$ cat config.mk
export PLATFORM = sky130hd
export DESIGN_NAME = spike_window_decoder
export DESIGN_NICKNAME = d
export VERILOG_FILES = /design/src/rtl/lif_pkg.sv /design/src/rtl/spike_sat_counter.sv /design/src/rtl/spike_window_decoder.sv
export SDC_FILE = /design/constraint.sdc
export NUM_CORES = 1
export LEC_CHECK = 0
export CORE_MARGIN = 4
export CORE_UTILIZATION = 30
export CTS_CLUSTER_DIAMETER = 200
export CTS_CLUSTER_SIZE = 24
export DETAILED_ROUTE_END_ITERATION = 10
export MAX_ROUTING_LAYER = met4
export SYNTH_ARGS = -nofsm -noshare
export SYNTH_HDL_FRONTEND = slang
export SYNTH_SLANG_ARGS = --single-unit
$ cat constraint.sdc
create_clock -name clk -period 26.7 [get_ports clk]
set_input_delay 2.67 -clock clk [delete_from_list [all_inputs] [get_ports clk]]
set_output_delay 2.67 -clock clk [all_outputs]
set_load 0.1 [all_outputs]
$ cat src/rtl/lif_pkg.sv
// Shared definitions for the spike window decoder: default channel/count
// sizing, window timer width, FSM state type and window length decoding.
package lif_pkg;

    localparam int unsigned NUM_CH = 8;
    localparam int unsigned CNT_W  = 8;
    localparam int unsigned TOT_W  = CNT_W + 3;
    localparam int unsigned IDX_W  = 3;
    localparam int unsigned WIN_W  = 9;

    typedef enum logic {
        IDLE  = 1'b0,
        COUNT = 1'b1
    } state_t;

    // A programmed length of 0 stands for a 256-cycle window.
    function automatic logic [WIN_W-1:0] decode_len(input logic [7:0] len);
        return (len == 8'd0) ? WIN_W'(256) : WIN_W'(len);
    endfunction

endpackage

$ cat src/rtl/spike_sat_counter.sv
// Per-channel saturating spike counter.
//   clk, rst_n  : clock, synchronous active-low reset
//   en          : advance the counter this cycle
//   inc         : channel spiked this cycle
//   clr         : clear to zero (window boundary), overrides en
//   cnt_nxt_c   : combinational count including this cycle's spike
module spike_sat_counter #(
    parameter int unsigned CNT_W = 8
) (
    input  logic             clk,
    input  logic             rst_n,
    input  logic             en,
    input  logic             inc,
    input  logic             clr,
    output logic [CNT_W-1:0] cnt_nxt_c
);

    logic [CNT_W-1:0] cnt_q;

    // Saturate at all-ones instead of wrapping.
    always_comb begin
        cnt_nxt_c = cnt_q;
        if (inc && (cnt_q != {CNT_W{1'b1}})) begin
            cnt_nxt_c = cnt_q + CNT_W'(1);
        end
    end

    always_ff @(posedge clk) begin
        if (!rst_n) begin
            cnt_q <= '0;
        end else if (clr) begin
            cnt_q <= '0;
        end else if (en) begin
            cnt_q <= cnt_nxt_c;
        end
    end

endmodule

$ cat src/rtl/spike_window_decoder.sv
// Counts spikes per channel over a window of enabled cycles and reports the
// most active channel, its count and the total count through a valid/ready
// result register.
//   clk, rst_n   : clock, synchronous active-low reset
//   ena          : count enable, freezes window timer and counters when low
//   spike_in     : one spike bit per channel
//   window_len   : window length in enabled cycles, 0 means 256
//   res_ready    : consumer accepts the result
//   res_valid    : result registers hold an unconsumed result
//   winner       : lowest-index channel with the highest count
//   winner_count : count of the winning channel
//   total_count  : sum of all channel counts
//   overrun      : sticky, an unconsumed result was overwritten
module spike_window_decoder #(
    parameter int unsigned NUM_CH = lif_pkg::NUM_CH,
    parameter int unsigned CNT_W  = lif_pkg::CNT_W
) (
    input  logic               clk,
    input  logic               rst_n,
    input  logic               ena,
    input  logic [NUM_CH-1:0]  spike_in,
    input  logic [7:0]         window_len,
    input  logic               res_ready,
    output logic               res_valid,
    output logic [2:0]         winner,
    output logic [CNT_W-1:0]   winner_count,
    output logic [CNT_W+2:0]   total_count,
    output logic               overrun
);

    import lif_pkg::*;

    localparam int unsigned SUM_W = CNT_W + 3;

    state_t           state_q;
    logic [WIN_W-1:0] timer_q;
    logic [WIN_W-1:0] len_q;

    logic [WIN_W-1:0] pos;
    logic [WIN_W-1:0] cur_len;
    logic             last;

    logic [CNT_W-1:0] cnt_nxt [NUM_CH];
    logic [IDX_W-1:0] best_idx;
    logic [CNT_W-1:0] best_cnt;
    logic [SUM_W-1:0] sum;

    // Position of the current cycle within the window; in IDLE the window
    // starts now, so its length comes straight from window_len.
    always_comb begin
        pos     = timer_q + WIN_W'(1);
        cur_len = len_q;
        if (state_q == IDLE) begin
            pos     = WIN_W'(1);
            cur_len = decode_len(window_len);
        end
        last = ena && (pos == cur_len);
    end

    for (genvar g = 0; g < NUM_CH; g++) begin : g_ch
        spike_sat_counter #(
            .CNT_W (CNT_W)
        ) u_cnt (
            .clk       (clk),
            .rst_n     (rst_n),
            .en        (ena),
            .inc       (ena && spike_in[g]),
            .clr       (last),
            .cnt_nxt_c (cnt_nxt[g])
        );
    end

    // Argmax (strict > keeps the lowest index on ties) and total.
    always_comb begin
        best_idx = '0;
        best_cnt = '0;
        sum      = '0;
        for (int i = 0; i < NUM_CH; i++) begin
            sum = sum + SUM_W'(cnt_nxt[i]);
            if (cnt_nxt[i] > best_cnt) begin
                best_cnt = cnt_nxt[i];
                best_idx = IDX_W'(i);
            end
        end
    end

    // Window sequencing and result register with handshake.
    always_ff @(posedge clk) begin
        if (!rst_n) begin
            state_q      <= IDLE;
            timer_q      <= '0;
            len_q        <= '0;
            res_valid    <= 1'b0;
            winner       <= '0;
            winner_count <= '0;
            total_count  <= '0;
            overrun      <= 1'b0;
        end else begin
            if (ena) begin
                state_q <= COUNT;
                if (last) begin
                    timer_q <= '0;
                    len_q   <= decode_len(window_len);
                end else begin
                    timer_q <= pos;
                    len_q   <= cur_len;
                end
            end

            if (last) begin
                res_valid    <= 1'b1;
                winner       <= best_idx;
                winner_count <= best_cnt;
                total_count  <= sum;
                if (res_valid && !res_ready) begin
                    overrun <= 1'b1;
                end
            end else if (res_valid && res_ready) begin
                res_valid <= 1'b0;
            end
        end
    end

endmodule

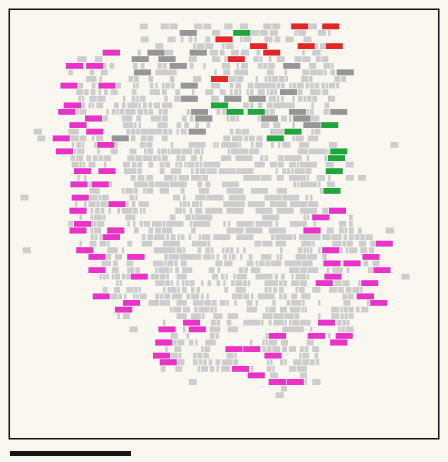
Figure 1: run 1, sequential cells colored by netlist name.
Scale bar: 50 um. Other sequential cells in the stronger gray, the rest of the logic in the fainter gray.
legend:
  g_ch.u_cnt.cnt_q:
    color: magenta
    sequential_cells: 64
  len_q:
    color: red
    sequential_cells: 9
  total_count:
    color: green
    sequential_cells: 11

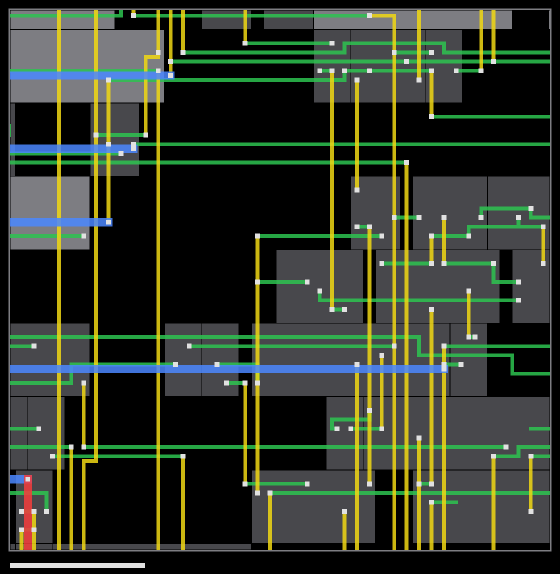
Figure 2: run 1, close-up of the layout.
Scale bar: 5 um. Window x 78 to 98, y 114 to 134 um. Cells in gray, sequential cells in the stronger gray; small squares are vias.
legend:
  met1:
    color: green
  met4:
    color: red
  met3:
    color: blue
  met2:
    color: yellow
most frequent: inv_1 (5), fa_1 (3)
sequential cells in the window: 1
cells with their middle in the window: 21
netlist names of flops here include: winner (1)

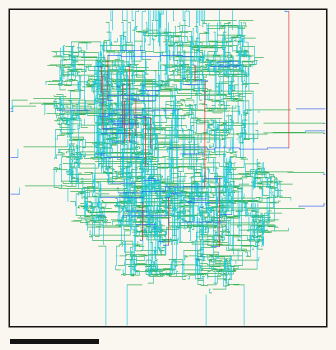
Figure 3: run 1, signal wires by layer.
Scale bar: 50 um.
legend:
  met3:
    color: blue
    wire_length: 792 um
  met2:
    color: cyan
    wire_length: 10500 um
  met4:
    color: red
    wire_length: 452 um
  met1:
    color: green
    wire_length: 10400 um

==> flow_metrics.env, run 1 <==
# yosys + openroad results
export IMPL_area_delta_synth_final_pct=12.9
export IMPL_synthCells=985
export IMPL_syn_cell_area_um2=8540
export IMPL_grt_usage=0.149
export IMPL_synth_nets=1132
export IMPL_top_cells_by_area="dfxtp_1 25%, ha_1 12%, fa_1 11%"
export IMPL_clk_root_buffer_cell="clkbuf_16"
export IMPL_combinationalPower_w=0.000974
export IMPL_highest_layer="met4"
export IMPL_cp_max_fo=37
export IMPL_ys_sh_xor=0.0626
export IMPL_max_slew_margin=0.261
export IMPL_status="finished, final reports clean"
export IMPL_grt_util_met1=0.197
export IMPL_route_vias_total=7044
export IMPL_clkbuf_count=10
export IMPL_comb_cells=770
export IMPL_synthArstFlopShare=0
export IMPL_seq_cells=107
export IMPL_synthMuxAreaShare=0.0498
Figure 4. Logic cells by family (run 1).
Scale bar: 50 um.
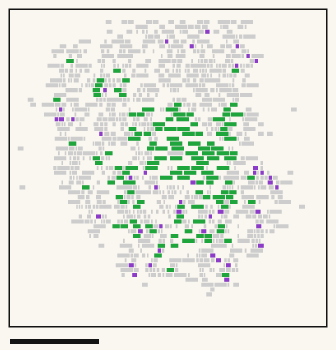

==> inputs of run 2 (changes only) <==
==> constraint.sdc (replaced) <==
create_clock -name clk -period 17.2 [get_ports clk]
set_input_delay 1.72 -clock clk [delete_from_list [all_inputs] [get_ports clk]]
set_output_delay 1.72 -clock clk [all_outputs]
set_load 0.1 [all_outputs]
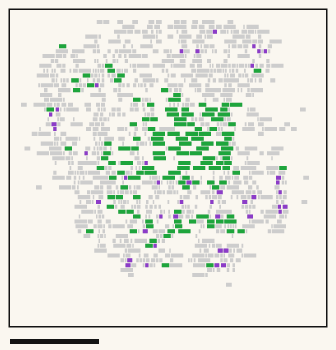
Figure 5: run 2, logic cells by family.
Scale bar: 50 um.
legend:
  AND and OR gates:
    color: purple
    cells: 42
    where: widely spread
  adder and majority cells:
    color: green
    cells: 127

==> flow_metrics.env, run 2 <==
# yosys + openroad results
export IMPL_status="finished, final reports clean"
export IMPL_grt_util_met1=0.201
export IMPL_synthCells=985
export IMPL_seq_cells=107
export IMPL_hp_class="reg2reg"
export IMPL_reg2regPathDepth=60
export IMPL_cp_max_fo=16
export IMPL_grt_usage=0.154
export IMPL_synth_nets=1132
export IMPL_ys_sh_xor=0.0626
export IMPL_clk_root_buffer_cell="clkbuf_16"
export IMPL_syn_cell_area_um2=8540
export IMPL_max_slew_margin=0.304
export IMPL_final_cell_count_no_fill=1397
export IMPL_highest_layer="met4"
export IMPL_top_cells_by_area="dfxtp_1 25%, ha_1 12%, fa_1 11%"
export IMPL_clkbuf_count=11
export IMPL_p_switching_w=0.00108
export IMPL_synthArstFlopShare=0
export IMPL_area_delta_synth_final_pct=13.3
export IMPL_route_vias_total=7132
export IMPL_synthMuxAreaShare=0.0498
export IMPL_fp_util=0.306
export IMPL_max_clock_freq_ghz=0.0626
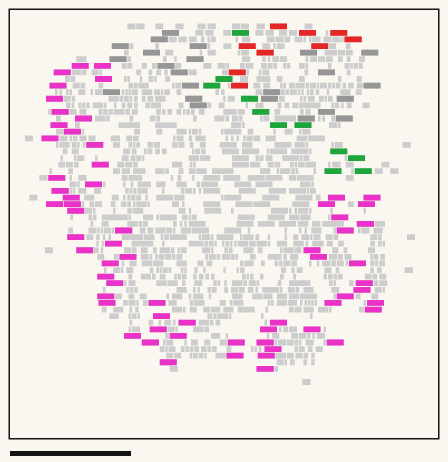
Figure 6: run 2, sequential cells colored by netlist name.
Scale bar: 50 um. Other sequential cells in the stronger gray, the rest of the logic in the fainter gray.
Seq power: 0.000258 W
Final Util: 0.346
Flop area: 2140 um2

Power figures rest on the tool's default switching activity, not on a simulated workload.
